--- config.mk ---
export PLATFORM = sky130hd
export DESIGN_NAME = mc_ctrl_fsm
export DESIGN_NICKNAME = d
export VERILOG_FILES = /design/src/rtl/mc_ctrl_pkg.sv /design/src/rtl/mc_ctrl_decode.sv /design/src/rtl/mc_ctrl_fsm.sv
export SDC_FILE = /design/constraint.sdc
export NUM_CORES = 1
export LEC_CHECK = 0
export CORE_ASPECT_RATIO = 0.9
export CORE_MARGIN = 2
export CORE_UTILIZATION = 35
export DETAILED_ROUTE_END_ITERATION = 12
export PLACE_DENSITY = 0.54
export SLEW_MARGIN = 20
export SYNTH_ARGS = -nofsm -noshare
export SYNTH_HDL_FRONTEND = slang
export SYNTH_SLANG_ARGS = --single-unit
--- constraint.sdc ---
create_clock -name clk -period 5.5 [get_ports clk]
set_input_delay 0.55 -clock clk [delete_from_list [all_inputs] [get_ports clk]]
set_output_delay 0.55 -clock clk [all_outputs]
set_load 0.03 [all_outputs]
--- src/rtl/mc_ctrl_pkg.sv ---
// mc_ctrl_pkg: shared opcode values, 5-bit state encodings, control-word field
// layout and mux codes for the multicycle controller and its decoder.
// Latency: n/a (declarations only). Backpressure: n/a.
package mc_ctrl_pkg;

  typedef logic [4:0] state_t;

  // Opcodes: low 6 bits of op_code
  localparam logic [5:0] OP_ADD    = 6'd0;
  localparam logic [5:0] OP_AND    = 6'd1;
  localparam logic [5:0] OP_SUB    = 6'd2;
  localparam logic [5:0] OP_ANDI   = 6'd3;
  localparam logic [5:0] OP_ADDI   = 6'd4;
  localparam logic [5:0] OP_LW     = 6'd5;
  localparam logic [5:0] OP_LW_POI = 6'd6;
  localparam logic [5:0] OP_SW     = 6'd7;
  localparam logic [5:0] OP_BGT    = 6'd8;
  localparam logic [5:0] OP_BLT    = 6'd9;
  localparam logic [5:0] OP_BEQ    = 6'd10;
  localparam logic [5:0] OP_BNE    = 6'd11;
  localparam logic [5:0] OP_J      = 6'd12;
  localparam logic [5:0] OP_CALL   = 6'd13;
  localparam logic [5:0] OP_RET    = 6'd14;
  localparam logic [5:0] OP_PUSH   = 6'd15;
  localparam logic [5:0] OP_POP    = 6'd32;

  // State encodings
  localparam state_t ST_FETCH    = 5'd0;
  localparam state_t ST_DECODE   = 5'd1;
  localparam state_t ST_R_EX     = 5'd2;
  localparam state_t ST_ALU_WB   = 5'd3;
  localparam state_t ST_ADDI_EX  = 5'd4;
  localparam state_t ST_ANDI_EX  = 5'd5;
  localparam state_t ST_MEM_ADDR = 5'd6;
  localparam state_t ST_SW       = 5'd7;
  localparam state_t ST_LW_RD    = 5'd8;
  localparam state_t ST_LW_WB    = 5'd9;
  localparam state_t ST_LWPOI_WB = 5'd10;
  localparam state_t ST_BGT      = 5'd11;
  localparam state_t ST_BLT      = 5'd12;
  localparam state_t ST_BEQ      = 5'd13;
  localparam state_t ST_BNE      = 5'd14;
  localparam state_t ST_J        = 5'd15;
  localparam state_t ST_PUSH     = 5'd16;
  localparam state_t ST_PUSH_WR  = 5'd17;
  localparam state_t ST_RET      = 5'd18;
  localparam state_t ST_RET_PC   = 5'd19;
  localparam state_t ST_POP      = 5'd20;
  localparam state_t ST_POP_WB   = 5'd21;
  localparam state_t ST_CALL     = 5'd22;
  localparam state_t ST_CALL_WR  = 5'd23;
  localparam state_t ST_ERR      = 5'd31;

  // Control-word bit offsets (2-bit fields use +: 2)
  localparam int unsigned CW_IORD    = 0;
  localparam int unsigned CW_MEMRD   = 1;
  localparam int unsigned CW_MEMWR   = 2;
  localparam int unsigned CW_IRWR    = 3;
  localparam int unsigned CW_REGWR1  = 4;
  localparam int unsigned CW_REGWR2  = 5;
  localparam int unsigned CW_ALUSRCA = 6;
  localparam int unsigned CW_ALUSRCB = 7;
  localparam int unsigned CW_ALUOP   = 9;
  localparam int unsigned CW_PCSRC   = 11;
  localparam int unsigned CW_PCWR    = 13;
  localparam int unsigned CW_BGT     = 14;
  localparam int unsigned CW_BLT     = 15;
  localparam int unsigned CW_BEQ     = 16;
  localparam int unsigned CW_BNE     = 17;
  localparam int unsigned CW_STACK   = 18;
  localparam int unsigned CW_USED    = 20;

  localparam logic [1:0] ALUOP_ANDI  = 2'b00;
  localparam logic [1:0] ALUOP_ADD   = 2'b01;
  localparam logic [1:0] ALUOP_CMP   = 2'b10;

  localparam logic [1:0] SRCB_REG    = 2'b00;
  localparam logic [1:0] SRCB_FOUR   = 2'b01;
  localparam logic [1:0] SRCB_IMM    = 2'b10;
  localparam logic [1:0] SRCB_IMM_SH = 2'b11;

  localparam logic [1:0] PCSRC_ALU    = 2'b00;
  localparam logic [1:0] PCSRC_ALUOUT = 2'b01;
  localparam logic [1:0] PCSRC_JUMP   = 2'b10;
  localparam logic [1:0] PCSRC_STACK  = 2'b11;

  localparam logic [1:0] STACK_PUSH  = 2'b01;
  localparam logic [1:0] STACK_POP   = 2'b10;

  // States that talk to memory and therefore wait on mem_ready
  function automatic logic is_mem_state(input state_t s);
    case (s)
      ST_FETCH, ST_SW, ST_LW_RD, ST_PUSH_WR, ST_RET, ST_RET_PC,
      ST_POP, ST_POP_WB, ST_CALL_WR: return 1'b1;
      default:                       return 1'b0;
    endcase
  endfunction

  // Final state of each instruction path
  function automatic logic is_last_state(input state_t s);
    case (s)
      ST_ALU_WB, ST_SW, ST_LW_WB, ST_LWPOI_WB, ST_BGT, ST_BLT, ST_BEQ,
      ST_BNE, ST_J, ST_PUSH_WR, ST_RET_PC, ST_POP_WB, ST_CALL_WR: return 1'b1;
      default:                                                  return 1'b0;
    endcase
  endfunction

endpackage

--- src/rtl/mc_ctrl_decode.sv ---
// mc_ctrl_decode: combinational map from a state (and opcode low bits) to the
// datapath control word. Latency: 0 cycles. Backpressure: none.
// Ports: nxt_state (state being entered), op_sel (op_code[1:0]), ctrl_word.
// PCWrite/IRWrite are produced unqualified; the FSM masks them while memory stalls.
module mc_ctrl_decode
  import mc_ctrl_pkg::*;
#(
  parameter int unsigned CWW = 24
) (
  input  state_t         nxt_state,
  input  logic [1:0]     op_sel,
  output logic [CWW-1:0] ctrl_word
);

  logic [CW_USED-1:0] w;

  always_comb begin
    w = '0;
    w[CW_ALUOP +: 2] = ALUOP_ADD;
    case (nxt_state)
      ST_FETCH: begin
        w[CW_MEMRD] = 1'b1;
        w[CW_IRWR]  = 1'b1;
        w[CW_PCWR]  = 1'b1;
        w[CW_ALUSRCB +: 2] = SRCB_FOUR;
        w[CW_PCSRC +: 2]   = PCSRC_ALU;
      end
      ST_DECODE: w[CW_ALUSRCB +: 2] = SRCB_IMM_SH;
      ST_R_EX: begin
        w[CW_ALUSRCA] = 1'b1;
        w[CW_ALUSRCB +: 2] = SRCB_REG;
        w[CW_ALUOP +: 2]   = op_sel;
      end
      ST_ALU_WB, ST_LW_WB: w[CW_REGWR1] = 1'b1;
      ST_ADDI_EX, ST_MEM_ADDR: begin
        w[CW_ALUSRCA] = 1'b1;
        w[CW_ALUSRCB +: 2] = SRCB_IMM;
      end
      ST_ANDI_EX: begin
        w[CW_ALUSRCA] = 1'b1;
        w[CW_ALUSRCB +: 2] = SRCB_IMM;
        w[CW_ALUOP +: 2]   = ALUOP_ANDI;
      end
      ST_SW: begin
        w[CW_IORD]  = 1'b1;
        w[CW_MEMWR] = 1'b1;
      end
      ST_LW_RD: begin
        w[CW_IORD]  = 1'b1;
        w[CW_MEMRD] = 1'b1;
      end
      // Post-increment load also writes the bumped pointer back
      ST_LWPOI_WB: begin
        w[CW_REGWR1] = 1'b1;
        w[CW_REGWR2] = 1'b1;
      end
      ST_BGT, ST_BLT, ST_BEQ, ST_BNE: begin
        w[CW_ALUSRCA] = 1'b1;
        w[CW_ALUSRCB +: 2] = SRCB_REG;
        w[CW_ALUOP +: 2]   = ALUOP_CMP;
        w[CW_PCSRC +: 2]   = PCSRC_ALUOUT;
        w[CW_BGT] = (nxt_state == ST_BGT);
        w[CW_BLT] = (nxt_state == ST_BLT);
        w[CW_BEQ] = (nxt_state == ST_BEQ);
        w[CW_BNE] = (nxt_state == ST_BNE);
      end
      ST_J: begin
        w[CW_PCSRC +: 2] = PCSRC_JUMP;
        w[CW_PCWR] = 1'b1;
      end
      ST_PUSH: w[CW_STACK +: 2] = STACK_PUSH;
      ST_PUSH_WR, ST_CALL_WR: begin
        w[CW_IORD]   = 1'b1;
        w[CW_MEMWR]  = 1'b1;
        w[CW_REGWR2] = 1'b1;
        w[CW_STACK +: 2] = STACK_PUSH;
      end
      ST_RET, ST_POP: begin
        w[CW_IORD]  = 1'b1;
        w[CW_MEMRD] = 1'b1;
        w[CW_STACK +: 2] = STACK_POP;
      end
      ST_RET_PC: begin
        w[CW_IORD]   = 1'b1;
        w[CW_MEMRD]  = 1'b1;
        w[CW_REGWR2] = 1'b1;
        w[CW_PCWR]   = 1'b1;
        w[CW_PCSRC +: 2] = PCSRC_STACK;
        w[CW_STACK +: 2] = STACK_POP;
      end
      ST_POP_WB: begin
        w[CW_IORD]   = 1'b1;
        w[CW_MEMRD]  = 1'b1;
        w[CW_REGWR1] = 1'b1;
        w[CW_REGWR2] = 1'b1;
        w[CW_STACK +: 2] = STACK_POP;
      end
      ST_CALL: begin
        w[CW_PCSRC +: 2] = PCSRC_JUMP;
        w[CW_PCWR] = 1'b1;
        w[CW_STACK +: 2] = STACK_PUSH;
      end
      default: w = '0;  // ERR and unused encodings drive nothing
    endcase
    ctrl_word = CWW'(w);
  end

endmodule

--- src/rtl/mc_ctrl_fsm.sv ---
// mc_ctrl_fsm: multicycle CPU control FSM with mem_ready handshake, timeout trap,
// illegal-opcode pulse and retire strobe. Latency: ctrl_word registered, aligned with state.
// Backpressure: memory states hold (MemRead/MemWrite kept high) until mem_ready; trap after MEM_TIMEOUT.
// Ports: clk, rst (sync, active-high), op_code, mem_ready -> ctrl_word, state, busy,
//   retire, illegal_op, mem_timeout (sticky), retire_cnt/stall_cnt (MC_CTRL_PERF_EN only).
// Build option: define MC_CTRL_PERF_EN to add the wrapping retire/stall counters.
module mc_ctrl_fsm
  import mc_ctrl_pkg::*;
#(
  parameter int unsigned OPW         = 6,
  parameter int unsigned CWW         = 24,
  parameter int unsigned MEM_TIMEOUT = 255
`ifdef MC_CTRL_PERF_EN
  ,
  parameter int unsigned CNTW        = 32
`endif
) (
  input  logic            clk,
  input  logic            rst,
  input  logic [OPW-1:0]  op_code,
  input  logic            mem_ready,
  output logic [CWW-1:0]  ctrl_word,
  output logic [4:0]      state,
  output logic            busy,
  output logic            retire,
  output logic            illegal_op,
  output logic            mem_timeout
`ifdef MC_CTRL_PERF_EN
  ,
  output logic [CNTW-1:0] retire_cnt,
  output logic [CNTW-1:0] stall_cnt
`endif
);

  // Wait counter holds 0..MEM_TIMEOUT-1; the last value with no ready traps
  localparam logic [7:0] WAIT_LAST = 8'(MEM_TIMEOUT - 1);

  state_t         state_q, state_d;
  logic [7:0]     wait_q, wait_d;
  logic [CWW-1:0] cw_q, cw_d;
  logic           timeout_q, timeout_d;
  logic [5:0]     op_lo;
  logic           op_hi_nz;
  logic           mem_wait;
  logic           timeout_hit;
  logic           illegal;

  assign op_lo = op_code[5:0];

  if (OPW > 6) begin : g_op_hi
    assign op_hi_nz = |op_code[OPW-1:6];
  end else begin : g_no_op_hi
    assign op_hi_nz = 1'b0;
  end

  assign mem_wait    = is_mem_state(state_q) & ~mem_ready;
  assign timeout_hit = mem_wait & (wait_q == WAIT_LAST);

  always_comb begin
    state_d = state_q;
    illegal = 1'b0;
    case (state_q)
      ST_FETCH: if (mem_ready) state_d = ST_DECODE;
      ST_DECODE: begin
        if (op_hi_nz) begin
          illegal = 1'b1;
          state_d = ST_FETCH;
        end else begin
          case (op_lo)
            OP_ADD, OP_AND, OP_SUB:   state_d = ST_R_EX;
            OP_ANDI:                  state_d = ST_ANDI_EX;
            OP_ADDI:                  state_d = ST_ADDI_EX;
            OP_LW, OP_LW_POI, OP_SW:  state_d = ST_MEM_ADDR;
            OP_BGT:                   state_d = ST_BGT;
            OP_BLT:                   state_d = ST_BLT;
            OP_BEQ:                   state_d = ST_BEQ;
            OP_BNE:                   state_d = ST_BNE;
            OP_J:                     state_d = ST_J;
            OP_CALL:                  state_d = ST_CALL;
            OP_RET:                   state_d = ST_RET;
            OP_PUSH:                  state_d = ST_PUSH;
            OP_POP:                   state_d = ST_POP;
            default: begin
              illegal = 1'b1;
              state_d = ST_FETCH;
            end
          endcase
        end
      end
      ST_R_EX, ST_ADDI_EX, ST_ANDI_EX: state_d = ST_ALU_WB;
      ST_MEM_ADDR: state_d = (op_lo == OP_SW) ? ST_SW : ST_LW_RD;
      ST_LW_RD:
        if (mem_ready) state_d = (op_lo == OP_LW_POI) ? ST_LWPOI_WB : ST_LW_WB;
      ST_PUSH: state_d = ST_PUSH_WR;
      ST_CALL: state_d = ST_CALL_WR;
      ST_RET:  if (mem_ready) state_d = ST_RET_PC;
      ST_POP:  if (mem_ready) state_d = ST_POP_WB;
      ST_SW, ST_PUSH_WR, ST_RET_PC, ST_POP_WB, ST_CALL_WR:
        if (mem_ready) state_d = ST_FETCH;
      ST_ERR:  state_d = ST_ERR;
      default: state_d = ST_FETCH;
    endcase
    if (timeout_hit) state_d = ST_ERR;
  end

  // Counter only runs while parked in the same memory state; any move reloads it
  always_comb begin
    wait_d    = 8'd0;
    timeout_d = timeout_q | timeout_hit;
    if (mem_wait && (state_d == state_q)) wait_d = wait_q + 8'd1;
  end

  mc_ctrl_decode #(.CWW(CWW)) u_decode (
    .nxt_state (state_d),
    .op_sel    (op_code[1:0]),
    .ctrl_word (cw_d)
  );

  always_ff @(posedge clk) begin
    if (rst) begin
      state_q   <= ST_FETCH;
      wait_q    <= 8'd0;
      cw_q      <= '0;
      timeout_q <= 1'b0;
    end else begin
      state_q   <= state_d;
      wait_q    <= wait_d;
      cw_q      <= cw_d;
      timeout_q <= timeout_d;
    end
  end

  // PC/IR updates must only happen on the cycle memory actually delivers
  always_comb begin
    ctrl_word = cw_q;
    if (mem_wait) begin
      ctrl_word[CW_PCWR] = 1'b0;
      ctrl_word[CW_IRWR] = 1'b0;
    end
  end

  assign state       = state_q;
  assign busy        = (state_q != ST_FETCH);
  assign retire      = is_last_state(state_q) & (~is_mem_state(state_q) | mem_ready);
  assign illegal_op  = illegal;
  assign mem_timeout = timeout_q;

`ifdef MC_CTRL_PERF_EN
  logic [CNTW-1:0] retire_cnt_q, retire_cnt_d;
  logic [CNTW-1:0] stall_cnt_q, stall_cnt_d;

  always_comb begin
    retire_cnt_d = retire_cnt_q + CNTW'(retire);
    stall_cnt_d  = stall_cnt_q + CNTW'(mem_wait);
  end

  always_ff @(posedge clk) begin
    if (rst) begin
      retire_cnt_q <= '0;
      stall_cnt_q  <= '0;
    end else begin
      retire_cnt_q <= retire_cnt_d;
      stall_cnt_q  <= stall_cnt_d;
    end
  end

  assign retire_cnt = retire_cnt_q;
  assign stall_cnt  = stall_cnt_q;
`endif

endmodule

==> flow_metrics.env, run 1 <==
# yosys + openroad results
export IMPL_avgSynthCellArea_um2=8.08
export IMPL_cts_tree="built"
export IMPL_top_cells_by_count="dfxtp_1 (36), nor2_1 (25), buf_4 (22)"
export IMPL_track_usage_pct=16.2
export IMPL_crit_required_ps=5670
export IMPL_cp_cell_sequence="clkdlybuf4s50_1 -> or4b_4 -> or2_0 -> a22oi_1 -> o211a_1 -> nand2_1 -> nor2_2 -> nor2_1 -> a221o_1"
export IMPL_drc=0
export IMPL_flop_cell="dfxtp_1"
export IMPL_insertion_delay_ps=280
export IMPL_die_x_um=91.3
export IMPL_critPathMaxStageDelay_ps=630
export IMPL_h_tree_depth=2
export IMPL_place_congestion=0.889
export IMPL_timing_slew_headroom_pct=43.3
export IMPL_numSynthFlops=36
export IMPL_hpwl_mm=4.07
export IMPL_fin_skew_ps=5.77
export IMPL_period_needed_ps=3380
export IMPL_cts_hold_buf=0
export IMPL_ys_seq_share_pct=30.0
export IMPL_critPathMaxFanout=21
export IMPL_min_path_type="flop to flop"
export IMPL_worstSetupPathType="input port to flop"
export IMPL_grt_overflow=0
export IMPL_ys_warn_count=0
export IMPL_numCtsBuffers=5
export IMPL_antenna_found_initial=0
export IMPL_clock_path_buffers=2
export IMPL_fp_utilization_pct=36.2
export IMPL_drv_slew=0
export IMPL_io_pins=42
export IMPL_cts_root_buf="clkbuf_8"
export IMPL_vdd_drop_max_v=0.000123
export IMPL_start_kind="input port"
export IMPL_critical_path_arrival_ps=3550
export IMPL_cellPowerDensity_nw_per_um2=228
export IMPL_yosys_cells=297
export IMPL_area_delta_synth_final_pct=12.7
export IMPL_synth_cell_type_count=69
export IMPL_synthArstFlopShare_pct=0
export IMPL_post_cts_setup_buffer_count=0
export IMPL_vias=2081
export IMPL_area_leaders="dfxtp_1 (30%), buf_4 (6.9%), nor2_1 (3.9%), a21oi_1 (3.3%), nor3_1 (3.1%)"
export IMPL_drive_gt1_share_pct=8.61
export IMPL_chipArea_um2=7530
export IMPL_edf_count=0
export IMPL_numPortBuffers=37
export IMPL_grt_pass1_vias=1923
export IMPL_status="finished, final reports clean"
export IMPL_ys_chip_area_um2=2400
export IMPL_max_cap_violations=0
export IMPL_max_freq_ghz=0.296
export IMPL_synthesis_area_um2=2400
export IMPL_firstDrtPassIters=5
export IMPL_wl_per_cell_um=14.5
export IMPL_yosysTopAreaCellShare_pct=30.0
export IMPL_worst_path_max_delay_cell="or4b_4"
export IMPL_timing_rr_start="state[0]$_SDFF_PP0_"
export IMPL_antennaDiodeCount=0
export IMPL_hp_start="mem_timeout$_SDFF_PP0_"
export IMPL_clock_sinks=36
export IMPL_critical_path_startpoint="op_code[3]"
export IMPL_synth_cells=297
export IMPL_p_leak_nw=0.984
export IMPL_grt_max_degree=23
export IMPL_fin_crit_sh_pct=61.4
export IMPL_log_warning_count=27
export IMPL_final_nets=312
export IMPL_viasPerCell=5.31
export IMPL_fin_setup_tns_ps=0
export IMPL_finalSetupViolations=0
export IMPL_yosysMostFrequentCell="dfxtp_1"
export IMPL_wl_mm=5.69
export IMPL_drtIter0Drc=124
export IMPL_rsz0062_at_grt="false"
export IMPL_grt_pass1_wl_mm=9.82
## run 1: critical path, delay by kind of cell
family | cells | cell delay [ps]
AOI/OAI and AO/OA | 3 | 1040
buffers and inverters | 1 | 560
and+or+nand+nor | 5 | 1390
## run 1: path summary, 6_finish.rpt
kind	endpoint	slack (ps)	cells past startpoint
setup reg to reg	cw_q[9]$_SDFF_PP0_	2400	8
setup / recovery	flop	2120	9
hold reg to reg	mem_timeout$_SDFF_PP0_	450	2
hold / removal	mem_timeout$_SDFF_PP0_	450	2
## run 1: per-stage QoR
stage	hold slack, ps	cells	util [%]	area, um2	setup WS (ps)
finish	449	392	40.8	2700	2120
global route	480	392	40.8	2700	1900
CTS	454	392	40.8	2700	2140
detailed placement	444	384	39.5	2610	1850
global placement	445	384	39.5	2610	1900
floorplan	453	300	-	2410	2850
## run 1: routing by layer
metal / vias to the layer above / wire, um / GRT usage [%]
met1: 965 / 2850 / 23.5
met3: 7 / 287 / 3.09
met2: 67 / 2500 / 24.7
li1: 1042 / - / -
met4: 0 / 46 / 4.55
met5: - / 0 / 0
## run 1: logic make-up after synthesis
logic type,synth area share [%]
AND/OR/NAND/NOR,27.9
flip-flops,30.0
other,0.156
XOR/XNOR,4.69
multiplexers,0.469
AND-OR/OR-AND,22.6
buffers and inverters,13.0
adder cells (fa/ha/maj),1.04
## run 1: state kept, by name (all words and copies together), names as in the netlist, named ones only
name / flops
wait_q: 8
cw_q: 20
state: 5
mem_timeout: 1
## run 1: layout make-up
cell class / instances / area (um2)
inverter: 9 / 33.8
clock buffer: 8 / 90.1
sequential: 36 / 721
fill: 686 / 3920
timing repair buffer: 37 / 370
multi-input combinational: 212 / 1380
tap: 90 / 113
## run 1: where the power goes
group / switching [mW] / leakage (nW) / internal (mW)
logic: 0.0900 / 0.646 / 0.0592
registers: 0.00906 / 0.293 / 0.271
clock network: 0.0868 / 0.0455 / 0.102
total: 0.186 / 0.984 / 0.432
## run 1: placed cells by master (no fill, tap or decap), drive strengths merged, types with 2 or more instances in the layout
cell type      count
clkdlybuf4s50     37
conb               4
ha                 2
or2                6
a41oi              2
a21oi             17
clkbuf             8
nand2b             9
o22ai              3
nand2             19
or4                2
o211ai             2
nor2              27
inv                9
a2bb2oi            2
o21a               2
a31oi              2
o211a              4
nor3              16
and2              10
o21bai             2
xnor2              7
dfxtp             36
a21o               2
o21ba              2
a211o              2
and3               4
nor2b              3
nor4               5
a22oi              2
nand4              5
o21ai             10
nand3              8
a211oi             4
o32a               4
xor2               5
==> run_1/layer_met2.png <==
The bar under the picture is 20 um long.
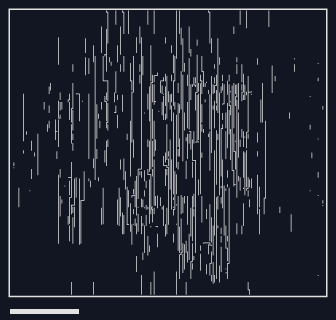
longest straight run = 38.1 um
wire length on this layer = 2500 um
share of all routed wire = 44%
main direction = vertical
nets with wire on the layer = 251

==> run_1/power_grid.png <==
Pins as bars on the die edge. Tap cells in gray.
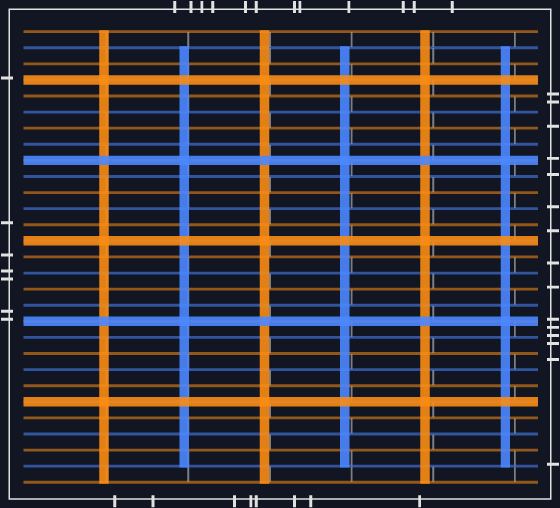
VSS -> orange
VDD -> blue
signal pins = 42
met4 straps = 6
met5 straps = 5

==> run_1/placement.png <==
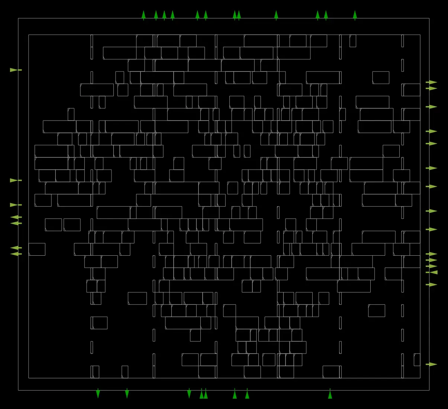
# Taps: 90
Core Region: 6620 um2
final std cells w/o fill: 392
std cell rows: 28
FILL cells: 686

==> run_1/clk_routes.png <==
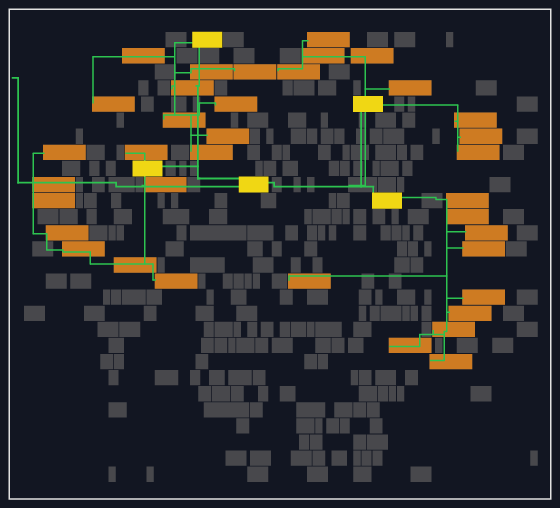

==> run 2: changes to the inputs <==
Settings changed: PLACE_DENSITY 0.54 to 0.56.
Clock period 5.5 ns to 2.72 ns, I/O delays scaled along.
==> run_2/clk_routes.png <==
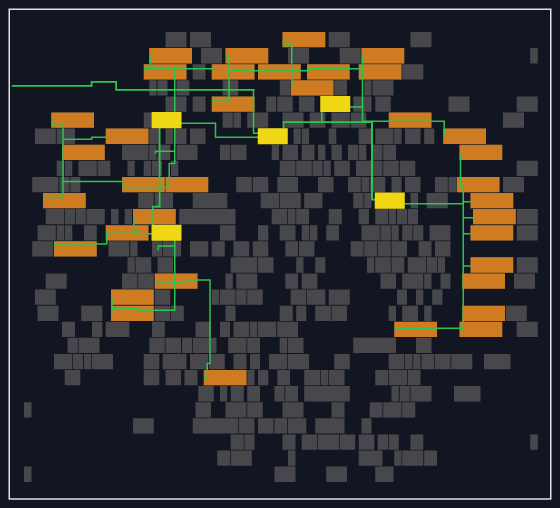
flip-flops -> orange  # count 36
clock drivers -> yellow  # count 5
clock wires -> green  # length 430 um
routed clock nets = 6

==> run_2/layer_met2.png <==
The bar under the picture is 20 um long.
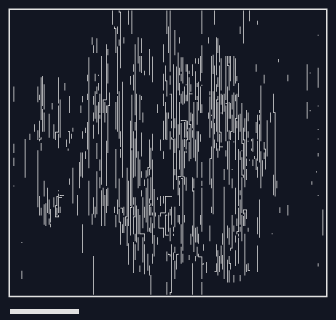
drt total wl: 6.30 mm
grt met2 use: 28.3%
vias after detailed routing: 2303

==> run_2/power_grid.png <==
Pins as bars on the die edge. Tap cells in gray.
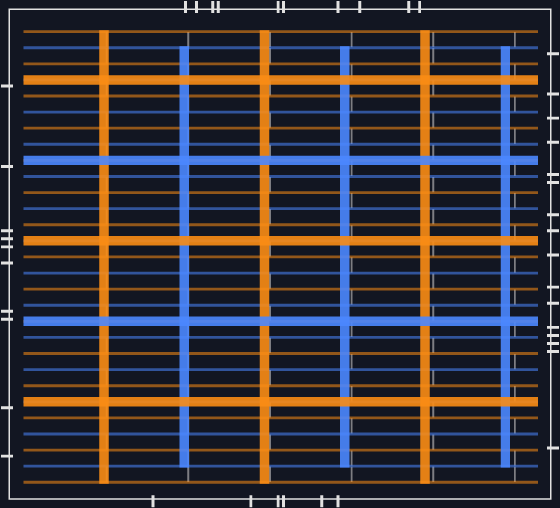
VDD -> blue
VSS -> orange
met4 straps = 6
signal pins = 42

==> run 2 against run 1 <==
  * Sequential share of layout area down 3.8 points
  * Register-to-register slack worse by 2200 ps
  * Sequential cell count unchanged
  * Global-route usage increased by 1.1 points
  * Die area unchanged
  * Largest power group unchanged
  * Final area increased by 17%
  * Sequential power is 100% higher
  * Critical path type unchanged
==> flow_metrics.env, run 2 <==
# yosys + openroad results
export IMPL_max_freq_ghz=0.388
export IMPL_ys_warn_count=0
export IMPL_numPortBuffers=37
export IMPL_fp_utilization_pct=36.2
export IMPL_fin_setup_tns_ps=0
export IMPL_rsz0062_at_grt="false"
export IMPL_layout_top_cell="buf_4"
export IMPL_p_int_mw=0.897
export IMPL_fin_skew_ps=6.74
export IMPL_comb_power_share_pct=29.6
export IMPL_layout_cells_non_filler=447
export IMPL_min_path_type="flop to flop"
export IMPL_clock_path_buffers=2
export IMPL_crit_required_ps=2940
export IMPL_yosysMostFrequentCell="dfxtp_1"
export IMPL_layout_top_cells="buf_4 (55), dfxtp_1 (36), clkdlybuf4s50_1 (35)"
export IMPL_cts_root_buf="clkbuf_8"
export IMPL_viasPerCell=5.15
export IMPL_post_cts_setup_buffer_count=0
export IMPL_whs_ps=468
export IMPL_yosys_cells=297
export IMPL_wl_per_cell_um=14.1
export IMPL_area_leaders="dfxtp_1 (30%), buf_4 (6.9%), nor2_1 (3.9%), a21oi_1 (3.3%), nor3_1 (3.1%)"
export IMPL_vdd_drop_max_v=0.000218
export IMPL_avgSynthCellArea_um2=8.08
export IMPL_swShare_pct=30.4
export IMPL_place_congestion=0.937
export IMPL_cellPowerDensity_nw_per_um2=409
export IMPL_synth_cell_type_count=69
export IMPL_p_switching_mw=0.392
export IMPL_synthesis_area_um2=2400
export IMPL_status="finished, final reports clean"
export IMPL_grt_pass1_vias=2105
export IMPL_top_register="cw_q"
export IMPL_rows=28
export IMPL_setup_ws_ps=143
export IMPL_fin_area_um2=3150
export IMPL_cts_tree="built"
export IMPL_grt_max_degree=17
export IMPL_logic_area_um2=1400
==> run 2: kinds of logic after synthesis <==
logic type | after synthesis | share of synthesized area [%]
mux | 1 | 0.469
buf+inv | 52 | 13.0
other cells | 1 | 0.156
simple gates | 121 | 27.9
xor+xnor | 12 | 4.69
compound gates | 72 | 22.6
flops | 36 | 30.0
fa+ha+maj | 2 | 1.04
==> run 2: area by class of cell <==
cell class,count,area share (%)
timing repair buffer,93,25.6
sequential,36,22.9
tap,90,3.57
inverter,9,1.07
clock buffer,6,2.30
multi-input combinational,212,44.4
clock inverter,1,0.159
==> run 2: worst max-delay path: cells and delay by family <==
family	cells	cell delay (ps)
buffers and inverters	2	580
AOI/OAI and AO/OA	3	770
and+or+nand+nor	5	1180
==> run 2: worst paths after layout <==
check / depth (start not counted) / slack (ps) / startpoint / end
setup / recovery: 10 / 140 / op_code[3] / wait_q[6]$_SDFF_PP0_
hold / removal: 2 / 470 / mem_timeout$_SDFF_PP0_ / mem_timeout$_SDFF_PP0_
setup reg to reg: 9 / 200 / state[1]$_SDFF_PP0_ / wait_q[6]$_SDFF_PP0_
hold reg to reg: 2 / 470 / mem_timeout$_SDFF_PP0_ / mem_timeout$_SDFF_PP0_
==> run 2: per-layer routing <==
metal	track usage, %	part of all wire (%)
met2	28.3	45
met4	3.18	0.43
met1	24.0	48
met5	0	0
met3	3.90	6.4
==> run 2: power groups by stage <==
| stage | logic [mW] | clock network [mW] | registers (mW) |
|---|---|---|---|
| after floorplan | 0.248 | 0 | 0.571 |
| after global placement | 0.375 | 0 | 0.572 |
| after detailed placement | 0.376 | 0 | 0.571 |
| after CTS | 0.378 | 0.361 | 0.559 |
| after global routing | 0.412 | 0.381 | 0.561 |
| final | 0.381 | 0.348 | 0.560 |
Power is estimated from default activity; no workload was simulated.
